**Run 1: PDN straps and rails**

The bar under the picture is 50 um long. Pins as bars on the die edge. Tap cells in gray.
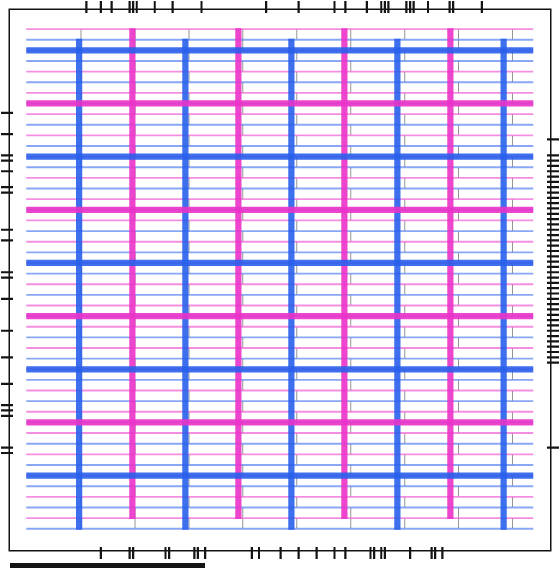
**Run 1: I/O nets highlighted**

The bar under the picture is 50 um long.
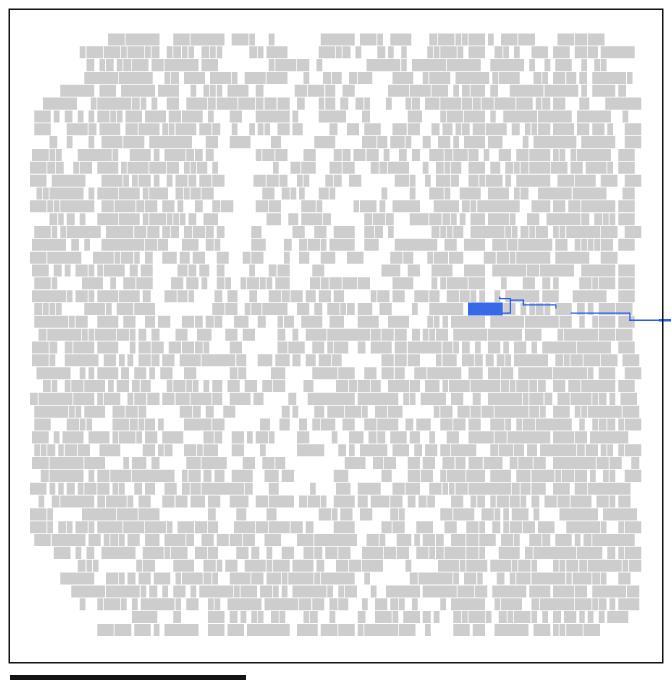
**Run 1: wire density map**

The die is cut into 28 by 28 equal tiles; dark blue is low, red is high, scaled to the fullest tile. Values are wire area over tile area, all layers added.
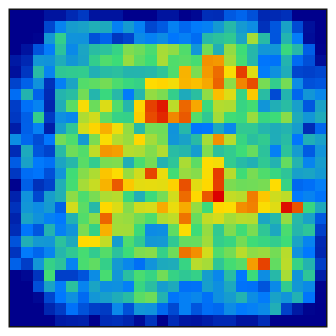
## src/rtl/alu_exec_unit.sv

```systemverilog
`default_nettype none
// ============================================================================
//  Module      : alu_exec_unit
//  Description : Two-stage pipelined integer ALU (AND/OR/ADD/SUB) with
//                valid/ready handshakes on both the operand and result sides.
//                Stage 1 captures the operand bundle, stage 2 executes and
//                registers the result and flags that drive the outputs.
//  Revision    : 1.0 - initial release
// ============================================================================
module alu_exec_unit #(
    parameter int WIDTH = 32
) (
    input  logic             clk,
    input  logic             reset,
    input  logic             in_valid,
    output logic             in_ready,
    input  logic [3:0]       aluCtl,
    input  logic [WIDTH-1:0] srcA,
    input  logic [WIDTH-1:0] srcB,
    output logic             out_valid,
    input  logic             out_ready,
    output logic [WIDTH-1:0] result,
    output logic             zero,
    output logic             overflow,
    output logic             illegal
);

    localparam logic [3:0] c_OP_AND = 4'b0000;
    localparam logic [3:0] c_OP_OR  = 4'b0001;
    localparam logic [3:0] c_OP_ADD = 4'b0010;
    localparam logic [3:0] c_OP_SUB = 4'b0110;
    localparam int         c_MSB    = WIDTH - 1;

    // Stage 1 (capture) registers
    logic             r_s1_valid;
    logic [3:0]       r_s1_ctl;
    logic [WIDTH-1:0] r_s1_a;
    logic [WIDTH-1:0] r_s1_b;

    // Stage 2 (execute) / output registers
    logic             r_s2_valid;
    logic [WIDTH-1:0] r_result;
    logic             r_zero;
    logic             r_overflow;
    logic             r_illegal;

    // Pipeline advance controls
    logic             w_s2_free;
    logic             w_s1_move;
    logic             w_accept;

    // Execute-stage combinational results
    logic [WIDTH-1:0] w_sum;
    logic [WIDTH-1:0] w_diff;
    logic [WIDTH-1:0] w_exec_res;
    logic             w_exec_ovf;
    logic             w_exec_ill;
    logic             w_exec_zero;

    // Stage 2 can take a new bundle when empty or when its current one leaves.
    // in_ready never looks at in_valid, only at occupancy and out_ready.
    assign w_s2_free = !r_s2_valid || out_ready;
    assign w_s1_move = r_s1_valid && w_s2_free;
    assign in_ready  = !r_s1_valid || w_s1_move;
    assign w_accept  = in_valid && in_ready;

    assign w_sum  = r_s1_a + r_s1_b;
    assign w_diff = r_s1_a - r_s1_b;

    // Execute the stage-1 bundle; undefined codes yield a zero result flagged illegal
    always_comb begin
        w_exec_res = '0;
        w_exec_ovf = 1'b0;
        w_exec_ill = 1'b0;
        case (r_s1_ctl)
            c_OP_AND: w_exec_res = r_s1_a & r_s1_b;
            c_OP_OR:  w_exec_res = r_s1_a | r_s1_b;
            c_OP_ADD: begin
                w_exec_res = w_sum;
                w_exec_ovf = (r_s1_a[c_MSB] == r_s1_b[c_MSB]) &&
                             (w_sum[c_MSB] != r_s1_a[c_MSB]);
            end
            c_OP_SUB: begin
                w_exec_res = w_diff;
                w_exec_ovf = (r_s1_a[c_MSB] != r_s1_b[c_MSB]) &&
                             (w_diff[c_MSB] != r_s1_a[c_MSB]);
            end
            default: w_exec_ill = 1'b1;
        endcase
        w_exec_zero = (w_exec_res == '0);
    end

    // Stage 1: load on accept (which also covers reload while advancing),
    // otherwise empty out when the bundle moves on
    always_ff @(posedge clk) begin
        if (reset) begin
            r_s1_valid <= 1'b0;
            r_s1_ctl   <= '0;
            r_s1_a     <= '0;
            r_s1_b     <= '0;
        end else if (w_accept) begin
            r_s1_valid <= 1'b1;
            r_s1_ctl   <= aluCtl;
            r_s1_a     <= srcA;
            r_s1_b     <= srcB;
        end else if (w_s1_move) begin
            r_s1_valid <= 1'b0;
        end
    end

    // Stage 2: capture executed result when stage 1 advances; otherwise drain
    // on consume, holding the result and flags steady while stalled
    always_ff @(posedge clk) begin
        if (reset) begin
            r_s2_valid <= 1'b0;
            r_result   <= '0;
            r_zero     <= 1'b0;
            r_overflow <= 1'b0;
            r_illegal  <= 1'b0;
        end else if (w_s1_move) begin
            r_s2_valid <= 1'b1;
            r_result   <= w_exec_res;
            r_zero     <= w_exec_zero;
            r_overflow <= w_exec_ovf;
            r_illegal  <= w_exec_ill;
        end else if (out_ready) begin
            r_s2_valid <= 1'b0;
        end
    end

    assign out_valid = r_s2_valid;
    assign result    = r_result;
    assign zero      = r_zero;
    assign overflow  = r_overflow;
    assign illegal   = r_illegal;

endmodule
`default_nettype wire

```

## config.mk

```make
export PLATFORM = sky130hd
export DESIGN_NAME = alu_exec_unit
export DESIGN_NICKNAME = d
export VERILOG_FILES = /design/src/rtl/alu_exec_unit.sv
export SDC_FILE = /design/constraint.sdc
export NUM_CORES = 1
export LEC_CHECK = 0
export ABC_CLOCK_PERIOD_IN_PS = 3200
export CORE_MARGIN = 4
export CORE_UTILIZATION = 52
export CTS_CLUSTER_SIZE = 24
export DETAILED_ROUTE_END_ITERATION = 10
export PLACE_DENSITY = 0.78
export SYNTH_ARGS = -nofsm -noshare
export SYNTH_HDL_FRONTEND = slang
export SYNTH_SLANG_ARGS = --single-unit
```

## constraint.sdc

```tcl
create_clock -name clk -period 3.2 [get_ports clk]
set_input_delay 0.32 -clock clk [delete_from_list [all_inputs] [get_ports clk]]
set_output_delay 0.32 -clock clk [all_outputs]
set_load 0.05 [all_outputs]
```

==> impl_metrics.yaml, run 1 <==
# generated from flow reports
critical_path:
  crit_top_cell: "inv_2"
  cp.required_ns: 3.52
  critPathBufInv: 3
  worstPathCellList: "inv_2, ha_4, inv_2, fa_2, nand2b_4, buf_6, a211o_4, a2111oi_4, nor3_2, a211oi_2, xor2_1, o22ai_2, nor4_2, o2111a_1, nor4bb_4, a31o_1"
  cpMaxStageDelayCell: "dfxtp_2"
  r2r-end: "zero"
  cp.arrival_ns: 3.61
  ff2ff_path_depth: 16
  crit_end: "zero"
yosys:
  yosys_area_um2: 8810
  edf_count: 0
  area_leaders: "dfxtp_1 (24%), ha_1 (15%), a21oi_1 (8.4%), nand2_1 (7.8%), inv_1 (4.7%)"
  ys_cells: 1216
  ys_warn_count: 0
  common_cells: "nand2_1 (184), a21oi_1 (147), inv_1 (110), dfxtp_1 (105), ha_1 (104)"
  synth_area_per_cell_um2: 7.24
  synthesis.nets: 1394
  ys.flops: 105
  async_flop_share_pct: 0
  synth-main-ff-cell: "dfxtp_1"
  synthDominantCellAreaShare_pct: 23.9
  ys_sh_xor_pct: 2.39
pwr:
  switchingPower_uw: 1640
  p_seq_uw: 1450
  p_clk_uw: 1180
  power_uw: 4340
  leakage_uw: 0.00509
  p_sw_share_pct: 37.7
  p_comb_uw: 1710
  top_power_group: "combinational cells"
  internal-power_uw: 2700
routing:
  wl_met3_um: 2220
  wl_met2_um: 13700
  drt_iter0_markers: 873
  routed.top_layer: "met4"
  via_per_inst: 5.81
  wl_met1_um: 13700
  wl_per_cell_um: 17.9
  drtAntennaViolNets: 0
final_layout:
  comb_cells: 924
  sh_comb_area_pct: 53.0
  numSequentialCells: 105
  nNetsFinal: 1640
  regArea_um2: 2110
  final_cell_mix: "buf_4 (201), nand2_1 (183), a21oi_1 (141)"
  final-clk-cell-share_pct: 2.52
  drive_gt1_share_pct: 21.6
  fin_cells: 1687
  fill_cells: 1399
  fin_area_um2: 12100
  fin_util_pct: 73.1
grt:
  grt_max_degree: 69
  grt_pass1_wl_um: 48300
  antenna_found_initial: 0
  busiest_layer: "met2"
  gr-total-overflow: 0
  use_met3_pct: 5.04
floorplan:
  rows: 47
  tap_cells: 220
  ios: 109
  fp.dieW_um: 138
  fp_util_pct: 53.1
final_timing:
  finalSetupViolations: 1
  setup_ws_ns: -0.0921
  slew_headroom_pct: 45.7
  hold_viol: 0
  fin_worst_skew_ns: 0.0136
  min_period_ns: 3.29
  grt_setup_unrepaired: "true"
  slew_violations: 0
min_path:
  hold_start: "reset"
  hp-class: "in2reg"
  hold_depth: 2
clock_network:
  cts_tree: "built"
  h-tree-depth: 3
  cts_setup_buffers: 8
  root_buffer: "clkbuf_16"
  cts_buffer_depth: 2
  clock_latency_ns: 0.38
  postCtsHoldBufs: 0
  cts_num_sinks: 105
placement:
  hpwlAfterDp_um: 22800
  place_inst: 1660
  place.gp.congestion: 1.01
  place_area_um2: 11300
run_status:
  status: "finished with violations"
  failed_checks: "negative setup slack"
run:
  tool_warnings: 100
About 'PDN straps and rails':
VDD: shown in magenta. VSS: shown in blue.
9 straps on met5. 9 straps on met4. 109 signal pins sit on the boundary. 220 tap cells. The core has 47 rows.

About 'I/O nets highlighted':
`overflow`: shown in blue, bits 1, direction output, edge right, end cells 1, wire 39.1 um.

About 'wire density map':
6.0% of the tiles are nearly empty. The fullest tile reaches 0.64. 34% of the tiles are over half the peak. The mean over all tiles is 0.26. The densest ninth of the die: middle.

--- run 2 (diff from run 1) ---
==> constraint.sdc (replaced) <==
create_clock -name clk -period 3.2 [get_ports clk]
set_input_delay 0.32 -clock clk [delete_from_list [all_inputs] [get_ports clk]]
set_output_delay 0.32 -clock clk [all_outputs]
set_load 0.005 [all_outputs]
**Run 2: wire density map**

The die is cut into 28 by 28 equal tiles; dark blue is low, red is high, scaled to the fullest tile. Values are wire area over tile area, all layers added.
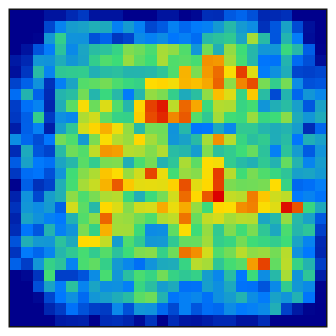
The densest ninth of the die: middle. 34% of the tiles are over half the peak. The fullest tile reaches 0.64. 6.0% of the tiles are nearly empty. The mean over all tiles is 0.26.

**Run 2: PDN straps and rails**

The bar under the picture is 50 um long. Pins as bars on the die edge. Tap cells in gray.
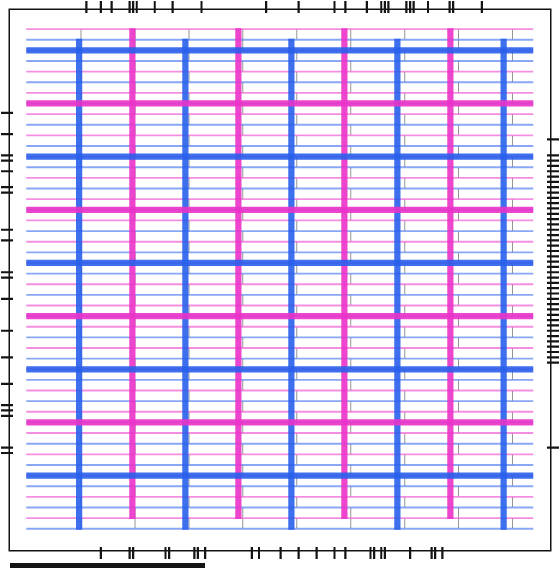
VSS: shown in blue. VDD: shown in magenta.
9 straps on met4. 220 tap cells. 9 straps on met5.

==> run 2 against run 1 <==
  * The run still ends with negative setup slack left
  * Routed wire length unchanged
  * Synthesized cell count unchanged
  * Core utilization unchanged
  * Sequential cell count unchanged
  * Hold slack unchanged
  * Sequential share of layout area unchanged
==> impl_metrics.yaml, run 2 <==
# generated from flow reports
final_timing:
  setup_ws_ns: -0.0921
  min_period_ns: 3.29
  finalSetupViolations: 1
  slew_violations: 0
critical_path:
  cp.arrival_ns: 3.61
  r2r-end: "zero"
placement:
  hpwlAfterDp_um: 22800
  place_area_um2: 11300
  place.gp.congestion: 1.01
clock_network:
  cts_buffer_depth: 2
  cts_tree: "built"
grt:
  busiest_layer: "met2"
  use_met3_pct: 5.04
  gr-total-overflow: 0
pwr:
  switchingPower_uw: 1540
  p_clk_uw: 1180
  internal-power_uw: 2700
  p_comb_uw: 1620
routing:
  wl_met2_um: 13700
  drtAntennaViolNets: 0
floorplan:
  fp_util_pct: 53.1
  ios: 109
  fp.dieW_um: 138
run:
  tool_warnings: 100
final_layout:
  drive_gt1_share_pct: 21.6
  final-clk-cell-share_pct: 2.52
  fin_cells: 1687
  regArea_um2: 2110
yosys:
  ys_warn_count: 0
  synth-main-ff-cell: "dfxtp_1"
  yosys_area_um2: 8810
  synthDominantCellAreaShare_pct: 23.9
run_status:
  failed_checks: "negative setup slack"
  status: "finished with violations"
min_path:
  hold_start: "reset"
Power is estimated from default activity; no workload was simulated.
